===== config.mk =====
export PLATFORM = sky130hd
export DESIGN_NAME = seq_multiplier
export DESIGN_NICKNAME = d
export VERILOG_FILES = /design/src/rtl/seq_multiplier_pkg.sv /design/src/rtl/seq_multiplier.sv
export SDC_FILE = /design/constraint.sdc
export NUM_CORES = 1
export LEC_CHECK = 0
export ABC_AREA = 1
export CAP_MARGIN = 20
export CORE_MARGIN = 5
export CORE_UTILIZATION = 54
export CTS_BUF_LIST = sky130_fd_sc_hd__clkbuf_8
export DETAILED_ROUTE_END_ITERATION = 12
export GPL_TIMING_DRIVEN = 0
export PLACE_DENSITY = 0.88
export SLEW_MARGIN = 0
export SYNTH_ARGS = -nofsm -noshare
export SYNTH_HDL_FRONTEND = slang
export SYNTH_SLANG_ARGS = --single-unit

===== constraint.sdc =====
create_clock -name i_clk -period 5.7 [get_ports i_clk]
set_input_delay 1.425 -clock i_clk [delete_from_list [all_inputs] [get_ports i_clk]]
set_output_delay 1.425 -clock i_clk [all_outputs]
set_load 0.05 [all_outputs]

===== src/rtl/seq_multiplier_pkg.sv =====
// Shared ALU definitions for the sequential multiplier: opcodes, FSM state encoding
// and the default operand width.
package seq_multiplier_pkg;

    localparam int DEFAULT_WIDTH = 32;

    localparam logic [1:0] MUL_U  = 2'b00;
    localparam logic [1:0] MUL_S  = 2'b01;
    localparam logic [1:0] MUL_SU = 2'b10;

    typedef enum logic [1:0] {
        IDLE = 2'b00,
        CALC = 2'b01,
        FIX  = 2'b10,
        DONE = 2'b11
    } state_e;

    // Opcode 11 is reserved and falls through to unsigned behaviour.
    function automatic logic op_a_signed(input logic [1:0] op);
        return (op == MUL_S) || (op == MUL_SU);
    endfunction

    function automatic logic op_b_signed(input logic [1:0] op);
        return (op == MUL_S);
    endfunction

endpackage


===== src/rtl/seq_multiplier.sv =====
// Iterative radix-2 shift-and-add multiplier: multiplies operand magnitudes over
// WIDTH steps, then applies the sign in a final fix-up step.
module seq_multiplier
    import seq_multiplier_pkg::*;
#(
    parameter int WIDTH     = DEFAULT_WIDTH,
    parameter int CNT_WIDTH = 6
) (
    input  logic               i_clk,
    input  logic               i_rst,
    input  logic               i_valid,
    output logic               o_ready,
    input  logic [WIDTH-1:0]   i_a,
    input  logic [WIDTH-1:0]   i_b,
    input  logic [1:0]         i_op,
    output logic               o_valid,
    input  logic               i_ready,
    output logic [2*WIDTH-1:0] o_result,
    output logic               o_busy
);

    localparam logic [CNT_WIDTH-1:0] LAST_CNT = CNT_WIDTH'(WIDTH - 1);

    state_e                 state_q, state_d;
    logic [CNT_WIDTH-1:0]   cnt_q, cnt_d;
    logic [WIDTH-1:0]       hi_q, hi_d;
    logic [WIDTH-1:0]       lo_q, lo_d;
    logic [WIDTH-1:0]       mag_a_q, mag_a_d;
    logic                   neg_q, neg_d;
    logic [2*WIDTH-1:0]     result_q, result_d;
    logic                   valid_q, valid_d;

    logic                   accept;
    logic                   a_neg;
    logic                   b_neg;
    logic [WIDTH-1:0]       a_mag;
    logic [WIDTH-1:0]       b_mag;
    logic [WIDTH:0]         sum;
    logic [2*WIDTH-1:0]     full_prod;

    always_ff @(posedge i_clk or posedge i_rst) begin
        if (i_rst) begin
            state_q <= IDLE;
        end else begin
            state_q <= state_d;
        end
    end

    always_comb begin
        state_d = state_q;
        case (state_q)
            IDLE: if (accept) state_d = CALC;
            CALC: if (cnt_q == LAST_CNT) state_d = FIX;
            FIX:  state_d = DONE;
            DONE: if (i_ready) state_d = IDLE;
            default: state_d = IDLE;
        endcase
    end

    always_comb begin
        o_ready = (state_q == IDLE) && !i_rst;
        o_busy  = (state_q == CALC) || (state_q == FIX);
    end

    assign accept = i_valid && (state_q == IDLE);

    // Negating the most-negative value wraps to 2^(WIDTH-1), which is the correct unsigned magnitude.
    always_comb begin
        a_neg = op_a_signed(i_op) && i_a[WIDTH-1];
        b_neg = op_b_signed(i_op) && i_b[WIDTH-1];
        a_mag = a_neg ? -i_a : i_a;
        b_mag = b_neg ? -i_b : i_b;
    end

    always_comb begin
        sum       = {1'b0, hi_q} + {1'b0, (lo_q[0] ? mag_a_q : '0)};
        full_prod = {hi_q, lo_q};
    end

    always_comb begin
        cnt_d    = cnt_q;
        hi_d     = hi_q;
        lo_d     = lo_q;
        mag_a_d  = mag_a_q;
        neg_d    = neg_q;
        result_d = result_q;
        valid_d  = valid_q;
        case (state_q)
            IDLE: begin
                if (accept) begin
                    mag_a_d = a_mag;
                    neg_d   = a_neg ^ b_neg;
                    hi_d    = '0;
                    lo_d    = b_mag;
                    cnt_d   = '0;
                end
            end
            CALC: begin
                hi_d  = sum[WIDTH:1];
                lo_d  = {sum[0], lo_q[WIDTH-1:1]};
                cnt_d = cnt_q + 1'b1;
            end
            FIX: begin
                result_d = neg_q ? -full_prod : full_prod;
                valid_d  = 1'b1;
            end
            DONE: begin
                if (i_ready) valid_d = 1'b0;
            end
            default: begin
                valid_d = 1'b0;
            end
        endcase
    end

    always_ff @(posedge i_clk or posedge i_rst) begin
        if (i_rst) begin
            cnt_q    <= '0;
            hi_q     <= '0;
            lo_q     <= '0;
            mag_a_q  <= '0;
            neg_q    <= 1'b0;
            result_q <= '0;
            valid_q  <= 1'b0;
        end else begin
            cnt_q    <= cnt_d;
            hi_q     <= hi_d;
            lo_q     <= lo_d;
            mag_a_q  <= mag_a_d;
            neg_q    <= neg_d;
            result_q <= result_d;
            valid_q  <= valid_d;
        end
    end

    assign o_valid  = valid_q;
    assign o_result = result_q;

endmodule


gates.png
Bar = 50 um.
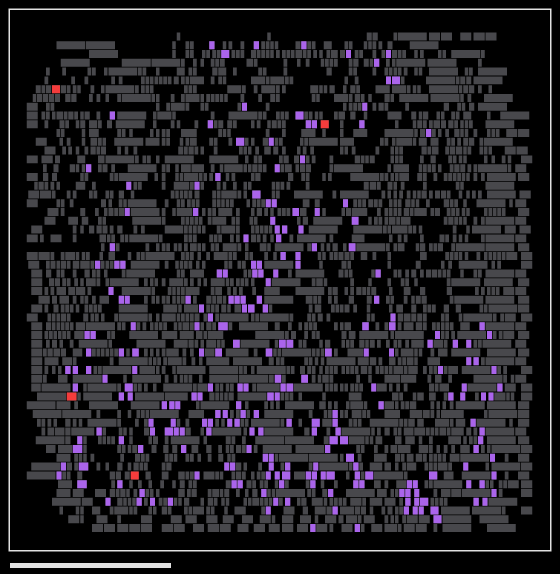
red -> non-inverting ao/oa cells  # cells 4, most used o21a_1
purple -> aoi and oai cells  # cells 237, most used o21ai_0
most common cell after layout, fill and taps aside: sky130_fd_sc_hd__nand2_1
number of standard cells in the layout, taps in and fillers out: 2671
fraction of area in multi-input gates: 49.9%

clock_nets.png
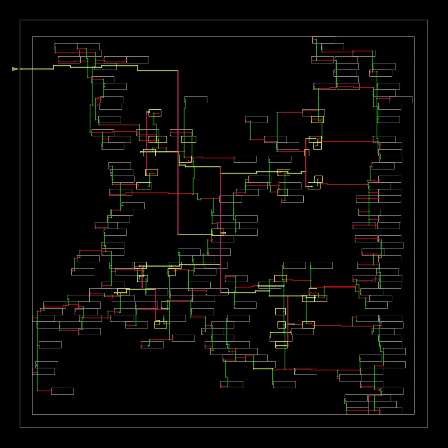
total of clock buffers placed in the layout: 18
Layout Skew: 0.0185 ns
clock group power: 880 uW
Clock Sinks: 170

==> impl_results.rst <==
Implementation results
======================

.. list-table::
   :header-rows: 1

   * - Metric
     - Value
   * - Initial detailed-routing violation count
     - 1450
   * - Clock tree from TritonCTS
     - done
   * - Power Density
     - 571 nW/um2
   * - Kind of critical path
     - in -> out
   * - Cell count in the Yosys report
     - 2175
   * - Setup violations, final
     - 0
   * - Distinct cells, synth
     - 44
   * - Mean Syn Cell Area
     - 6.15 um2
   * - Proportion of layout cells with a drive suffix above 1
     - 4.90%
   * - Number of resized instances in the post-cts repair step
     - 0
   * - Synthesis-to-layout area growth
     - 16.8%
   * - Net switching power of the design
     - 5050 uW
   * - Cell leakage power
     - 0.00819 uW
   * - Number of flops mapped to enable cells by yosys
     - 0
   * - Synthesized-area fraction occupied by adder cells
     - 3.99%
   * - Area after DPL
     - 15200 um2
   * - Number of buffers created by CTS
     - 17
   * - Final period demand of the worst path
     - 4.27 ns
   * - Dominant combinational family
     - simple AND/OR/NAND/NOR gates
   * - Reported max-cap violation count
     - 0
   * - Maximum clock frequency
     - 234 MHz
   * - Cells after synthesis
     - 2175
   * - Setup repair after global routing missed its margin
     - no
   * - Count of state elements after synthesis
     - 170
   * - Max Slew Vio Count
     - 0
   * - Final non-filler cell area
     - 15600 um2
   * - Maximum vdd ir drop
     - 0.355 mV
   * - Fillers
     - 2314
   * - Net count of the mapped netlist
     - 2287
   * - Antenna violations before repair
     - 0
   * - CP delay by family, top
     - buffers and inverters
   * - Number of buffers inserted by post-CTS setup repair
     - 0
   * - Area of the core
     - 24300 um2
   * - Root cell of the clock tree
     - sky130_fd_sc_hd__clkbuf_8
   * - Final Routed Wirelength
     - 45200 um
   * - Minimum setup slack after placement
     - 1.44 ns
   * - Worst path arrival time
     - 2.85 ns
   * - Library cell contributing the largest single delay on the critical path
     - sky130_fd_sc_hd__clkdlybuf4s50_1
   * - Async set or reset register ratio after synthesis
     - 100%
   * - Worst path buffer plus inverter count
     - 2
   * - Antenna diodes
     - 0
   * - I/O pin count
     - 137
   * - Aoi/oai-family share of the synthesized area
     - 9.72%
   * - Final routed DRC violation total
     - 0
   * - Actual transition at the worst max-transition pin
     - 0.883 ns
   * - Most common logic cells in the final layout
     - sky130_fd_sc_hd__nand2_1, sky130_fd_sc_hd__inv_1, sky130_fd_sc_hd__nor2_1
   * - Worst Setup End Kind
     - primary output
   * - Number of cells in the design after placement
     - 2639
   * - Antenna-violating nets left
     - 0
   * - Total Die Area
     - 28000 um2
   * - And+or+nand+nor area frac
     - 41.8%
   * - Number of hold-slack violations in the final timing report
     - 0
   * - Result of the run
     - finished, final reports clean
   * - Yosys stat chip area
     - 13400 um2
   * - Overall power
     - 8920 uW
   * - Synth Flop Type
     - sky130_fd_sc_hd__dfrtp_1
   * - Final RePlAce weighted congestion
     - 0.994
   * - Area of the multi-input gates
     - 7790 um2
   * - Number of buffers inserted by port buffering
     - 136
   * - CP required
     - 4.28 ns
   * - OpenROAD warning count
     - 29
   * - Crit start category
     - input port
   * - Placement Rows
     - 57
   * - Sum of net half-perimeters after detailed placement
     - 37200 um
   * - Highest net fanout along the worst path
     - 2
   * - Share of power burned in registers
     - 27.6%
   * - First-pass GRT wire length
     - 72200 um
   * - Maximum level of the CTS H-tree
     - 4
   * - Vias per cell
     - 5.52
   * - Total number of vias
     - 14800
   * - Share of synthesized area occupied by flip-flops and latches
     - 31.8%
   * - Yosys Warn Count
     - 0
   * - Final hold slack
     - 0.489 ns
pinout.png
Pins as bars across the die edge, other pins in grey.
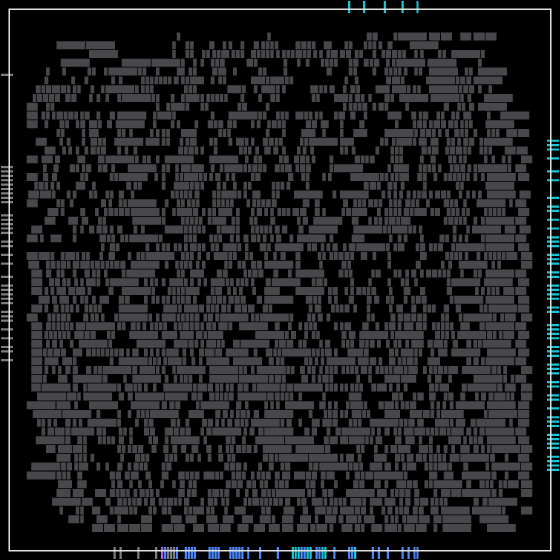
blue -> i_b  # pins 32, direction input, edge south
cyan -> o_result  # pins 64, direction output, edge 51 east, 8 south, 5 north
purple -> o_ready  # pins 1, direction output, edge south
overall die height: 167 um
Die Span X: 167 um

ff_map.png
Bar = 50 um. Other sequential cells in the stronger grey, the rest of the logic in the fainter grey.
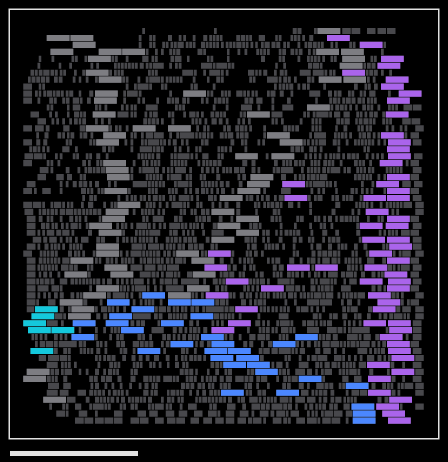
blue -> lo_q  # flops 32
purple -> o_result  # flops 64
cyan -> cnt_q  # flops 6, where south-west
not coloured = 68
fraction of area in registers: 27.3%
Layout Utilization: 64.2%
FF/Latch Area: 4250 um2

[area by class of cell]
type / count / share of cell area (%)
Clock inverter: 14 / 0.922
Timing Repair Buffer: 140 / 9.23
Inverter: 286 / 6.90
Tap cell: 324 / 2.60
Buffer: 61 / 1.62
Clock buffer: 18 / 1.59
Sequential cell: 170 / 27.3
Multi-Input combinational cell: 1658 / 49.9
[cells in the mapped netlist, drive strengths merged, types with 2 or more instances]
master  instances  share of area (%)
a21oi          69                2.6
a22oi           3               0.17
a31oi          12               0.56
and2            3               0.14
and3            4               0.19
buf            29               0.99
clkbuf         32               0.90
dfrtp         170                 32
ha             41                3.8
inv           285                8.0
nand2         818                 23
nand3         181                6.9
nand3b          9               0.51
nand4          20               0.94
nor2          267                8.5
nor3           19               0.71
nor4            4               0.19
o211ai          8               0.45
o21a            2               0.11
o21ai         130                4.9
o21bai          6               0.34
o22ai           5               0.23
or2             8               0.37
xor2           42                2.8
[sequential cells by signal, summed over array words and instances, names as in the netlist]
name	flops
neg_q	1
state_q	2
hi_q	32
lo_q	32
cnt_q	6
o_result	64
mag_a_q	32
o_valid	1
[worst reg2reg max path: stages, from the launching register on]
cell and delay [ns]:
sky130_fd_sc_hd__dfrtp_1 0.34, sky130_fd_sc_hd__buf_2 0.20, sky130_fd_sc_hd__clkbuf_1 0.41, sky130_fd_sc_hd__nand2_1 0.11
sky130_fd_sc_hd__inv_1 0.07, sky130_fd_sc_hd__ha_1 0.16, sky130_fd_sc_hd__inv_1 0.06, sky130_fd_sc_hd__fa_1 0.39
sky130_fd_sc_hd__inv_1 0.10, sky130_fd_sc_hd__nand3_1 0.07, sky130_fd_sc_hd__nand3_1 0.14, sky130_fd_sc_hd__nand2_1 0.09
sky130_fd_sc_hd__nand3_1 0.17, sky130_fd_sc_hd__nand3_1 0.15, sky130_fd_sc_hd__nand2_1 0.10, sky130_fd_sc_hd__nand2_1 0.05
sky130_fd_sc_hd__nand3_1 0.07, sky130_fd_sc_hd__nand2_1 0.06
[metal layers]
metal | routed length, um | part of all wire [%] | track usage [%]
met5 | 0 | 0 | 0
met4 | 1240 | 2.7 | 9.95
met3 | 4460 | 9.9 | 6.03
met2 | 19800 | 44 | 49.9
met1 | 19700 | 44 | 45.0
[power by group through the flow]
stage	sequential (uW)	clock (uW)	combinational [uW]
4_1_cts	2420	884	5510
3_3_place_gp	2420	0	5360
2_1_floorplan	2960	0	3110
3_5_place_dp	2450	0	5480
6_report	2460	880	5580
5_1_grt	2500	937	6120
[worst paths after layout]
check	startpoint	to	depth (start not counted)	slack, ns
hold reg to reg	o_result[40]$_DFFE_PP0P_	o_result[40]$_DFFE_PP0P_	2	0.49
min in group asynchronous	i_rst	o_valid$_DFFE_PP0P_	2	1.30
hold / removal	o_result[40]$_DFFE_PP0P_	o_result[40]$_DFFE_PP0P_	2	0.49
setup / recovery	i_rst	o_ready	3	1.43
setup reg to reg	lo_q[0]$_DFFE_PP0P_	hi_q[27]$_DFFE_PP0P_	17	2.86
max in group asynchronous	i_rst	o_result[52]$_DFFE_PP0P_	5	3.31
Power and IR drop assume default switching activity.
